==> config.mk <==
export PLATFORM = sky130hd
export DESIGN_NAME = vector_slice_stream_ctrl
export DESIGN_NICKNAME = d
export VERILOG_FILES = /design/src/rtl/vector_slice_stream_ctrl.sv
export SDC_FILE = /design/constraint.sdc
export NUM_CORES = 1
export LEC_CHECK = 0
export ABC_CLOCK_PERIOD_IN_PS = 2800
export CORE_MARGIN = 5
export CORE_UTILIZATION = 28
export CTS_CLUSTER_DIAMETER = 50
export DETAILED_ROUTE_END_ITERATION = 12
export GPL_TIMING_DRIVEN = 0
export PLACE_DENSITY = 0.85
export SLEW_MARGIN = 5
export SYNTH_ARGS = -nofsm -noshare
export SYNTH_HDL_FRONTEND = slang
export SYNTH_SLANG_ARGS = --single-unit
export TNS_END_PERCENT = 100
==> constraint.sdc <==
create_clock -name clk -period 2.8 [get_ports clk]
set_input_delay 0.56 -clock clk [delete_from_list [all_inputs] [get_ports clk]]
set_output_delay 0.56 -clock clk [all_outputs]
set_load 0.01 [all_outputs]
Run 1, cell area per tile:
Scale: 6 px per um. 12 x 12 tiles, from black (low) to pale yellow (high), 0 to 100% covered.
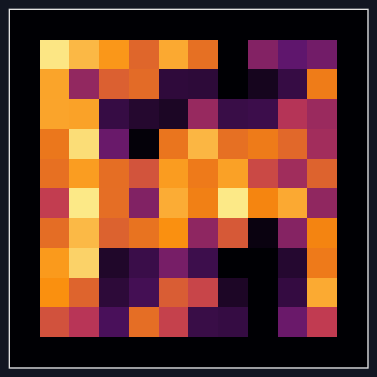
The densest ninth of the die: center. The fullest tile reaches 95%. 35% of the tiles are nearly empty. The mean over all tiles is 34%. 15% of the tiles are over 75% full. The emptiest ninth of the die: lower right.
placeable core region: 0.00241 mm2
final design utilization: 0.511
pre-placement core utilization: 0.285

Run 1, clock network drawn from the DEF:
Scale: 4 px per um.
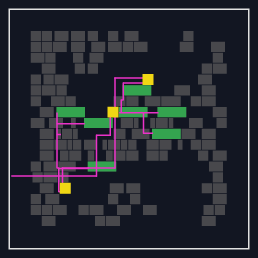
Key: yellow = clock drivers [count 3]; magenta = clock wires [length 158 um]; green = flip-flops [count 7]
Position of the flops: center.
clock latency at the later pin of the worst-skew pair: 260 ps
fraction of power consumed by the clock network: 0.264
clock-net power: 97.3 uW
Post-Route Skew: 2.24 ps

Run 1, signal wires on met2:
Scale: 6 px per um.
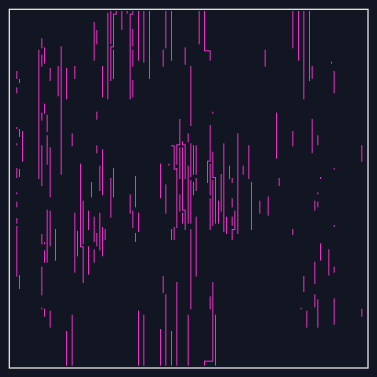
The wires run mostly vertical. The layer holds 45% of the routed length.
M2 GR Usage: 0.159
Via Count: 697
Total Routed Length: 1890 um

==> flow_summary_export.csv, run 1 <==
group,metric,value,unit
status,status,"complete, no violations",
place,worst_slack_at_placement,336,ps
pwr,leakagePower,0.545,nW
die,std_cell_rows,18,
finish,area.share.combinational,0.191,
pwr,power.switching,103,uW
yosys,synth_adder_area_share,0.0364,
detailed_routing,dr.max_layer_used,"met4",
critical_path,rrSetupSlack,1520,ps
critical_path,count_of_cell_instances_traversed_by_the_critical_path,5,
timing,final_layout_setup_total_negative_slack,0,ps
clock_network,count_of_clock_tree_sinks,7,
place,number_of_placed_cells_counting_well_taps,158,
timing,layout_setup_ws,334,ps
die,floorplan.die.height,59.5,um
min_path,number_of_cells_on_the_worst_hold_path,2,
detailed_routing,vias_per_cell,4.30,
critical_path,crit_chain,"clkdlybuf4s50_1 -> nand2b_4 -> buf_6 -> inv_1 -> clkdlybuf4s50_1",
yosys,ys_top_cells_by_area,"sky130_fd_sc_hd__buf_4, sky130_fd_sc_hd__dfxtp_1, sky130_fd_sc_hd__xor2_1",
critical_path,critPathArrivalTime,1910,ps
yosys,postSynthAreaPerCell,8.59,um2
finish,layout.comb_gates.multi_input,31,
detailed_routing,detail_route_antenna_nets,0,
detailed_routing,firstDrtPassIters,3,
finish,final_common_cell,"sky130_fd_sc_hd__clkdlybuf4s50_1",
yosys,synth-edff-count,0,
yosys,top_cell_area_share,0.393,
grt,number_of_global_route_vias_before_repair,664,
grt,grt_max_degree,10,
timing,max_freq,405,MHz
pwr,pg_comb,161,uW
yosys,post_synth_inst_count,80,
timing,max_slew_margin_vs_limit,0.675,
critical_path,critical_path_required,2240,ps
pwr,internal_cell_power,265,uW
critical_path,slowest_stage,"sky130_fd_sc_hd__clkdlybuf4s50_1",
grt,grt_max_usage_layer,"met2",
place,routabilityCongestion,0.697,
pwr,flip_flop_and_latch_power,110,uW
Run 1, the clock network:
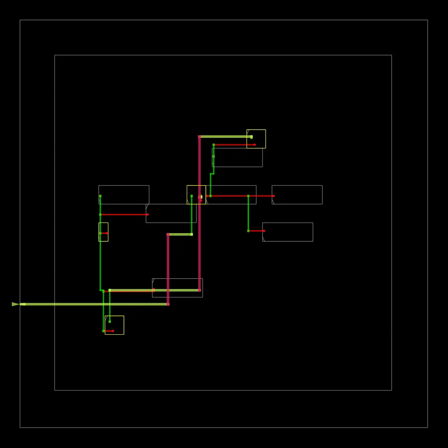

==> run 2, diff against run 1 <==
--- a/config.mk
+++ b/config.mk
@@ -6,7 +6,6 @@
 export NUM_CORES = 1
 export LEC_CHECK = 0
 export ABC_CLOCK_PERIOD_IN_PS = 2800
-export CORE_MARGIN = 5
 export CORE_UTILIZATION = 28
 export CTS_CLUSTER_DIAMETER = 50
 export DETAILED_ROUTE_END_ITERATION = 12
Run 2, the clock network:
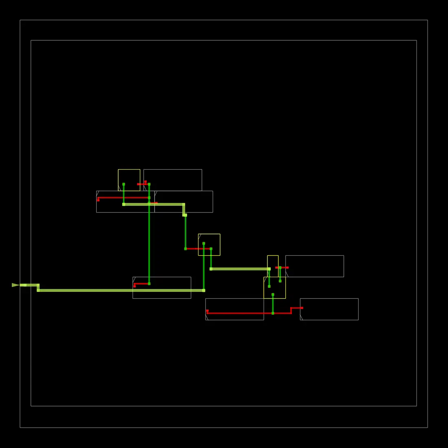
clock tree buffer count of the final layout: 4
Post-Route Skew: 0.141 ps

Run 2, clock network drawn from the DEF:
Scale: 6 px per um.
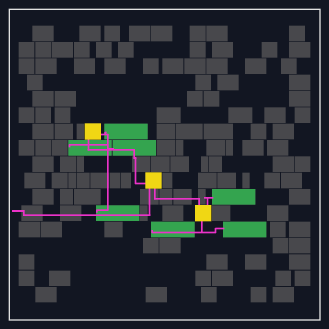
Key: green = flip-flops [count 7]; yellow = clock drivers [count 3]; magenta = clock wires [length 103 um]
There are 4 routed clock nets.
clock latency at the later pin of the worst-skew pair: 250 ps
fraction of power consumed by the clock network: 0.248
clock-net power: 89.4 uW

==> flow_summary_export.csv, run 2 <==
group,metric,value,unit
yosys,post_synth_inst_count,80,
detailed_routing,wl,1590,um
grt,grt_max_degree,10,
place,worst_slack_at_placement,320,ps
yosys,synth-edff-count,0,
finish,area.share.combinational,0.191,
place,number_of_placed_cells_counting_well_taps,156,
pwr,flip_flop_and_latch_power,111,uW
detailed_routing,firstDrtPassIters,2,
pwr,pg_comb,160,uW
yosys,postSynthAreaPerCell,8.59,um2
yosys,synth_adder_area_share,0.0364,
critical_path,crit_chain,"clkdlybuf4s50_1 -> nand2b_4 -> buf_6 -> inv_1 -> clkdlybuf4s50_1",
detailed_routing,detail_route_antenna_nets,0,
detailed_routing,vias_per_cell,4.28,
pwr,power.switching,95.1,uW
min_path,number_of_cells_on_the_worst_hold_path,2,
critical_path,critical_path_required,2240,ps
die,floorplan.core_util,0.305,
yosys,top_cell_area_share,0.393,
timing,max_freq,402,MHz
critical_path,rrSetupSlack,1530,ps
die,core-area,0.00225,mm2
detailed_routing,dr.max_layer_used,"met3",
die,std_cell_rows,17,
status,status,"complete, no violations",
finish,final_core_util,0.545,
timing,max_slew_margin_vs_limit,0.710,
critical_path,count_of_cell_instances_traversed_by_the_critical_path,5,
finish,layout.comb_gates.multi_input,31,
yosys,ys_top_cells_by_area,"sky130_fd_sc_hd__buf_4, sky130_fd_sc_hd__dfxtp_1, sky130_fd_sc_hd__xor2_1",
grt,grt_max_usage_layer,"met2",
die,floorplan.die.height,51.5,um
pwr,internal_cell_power,265,uW
grt,number_of_global_route_vias_before_repair,651,
Power is estimated from default activity; no workload was simulated.
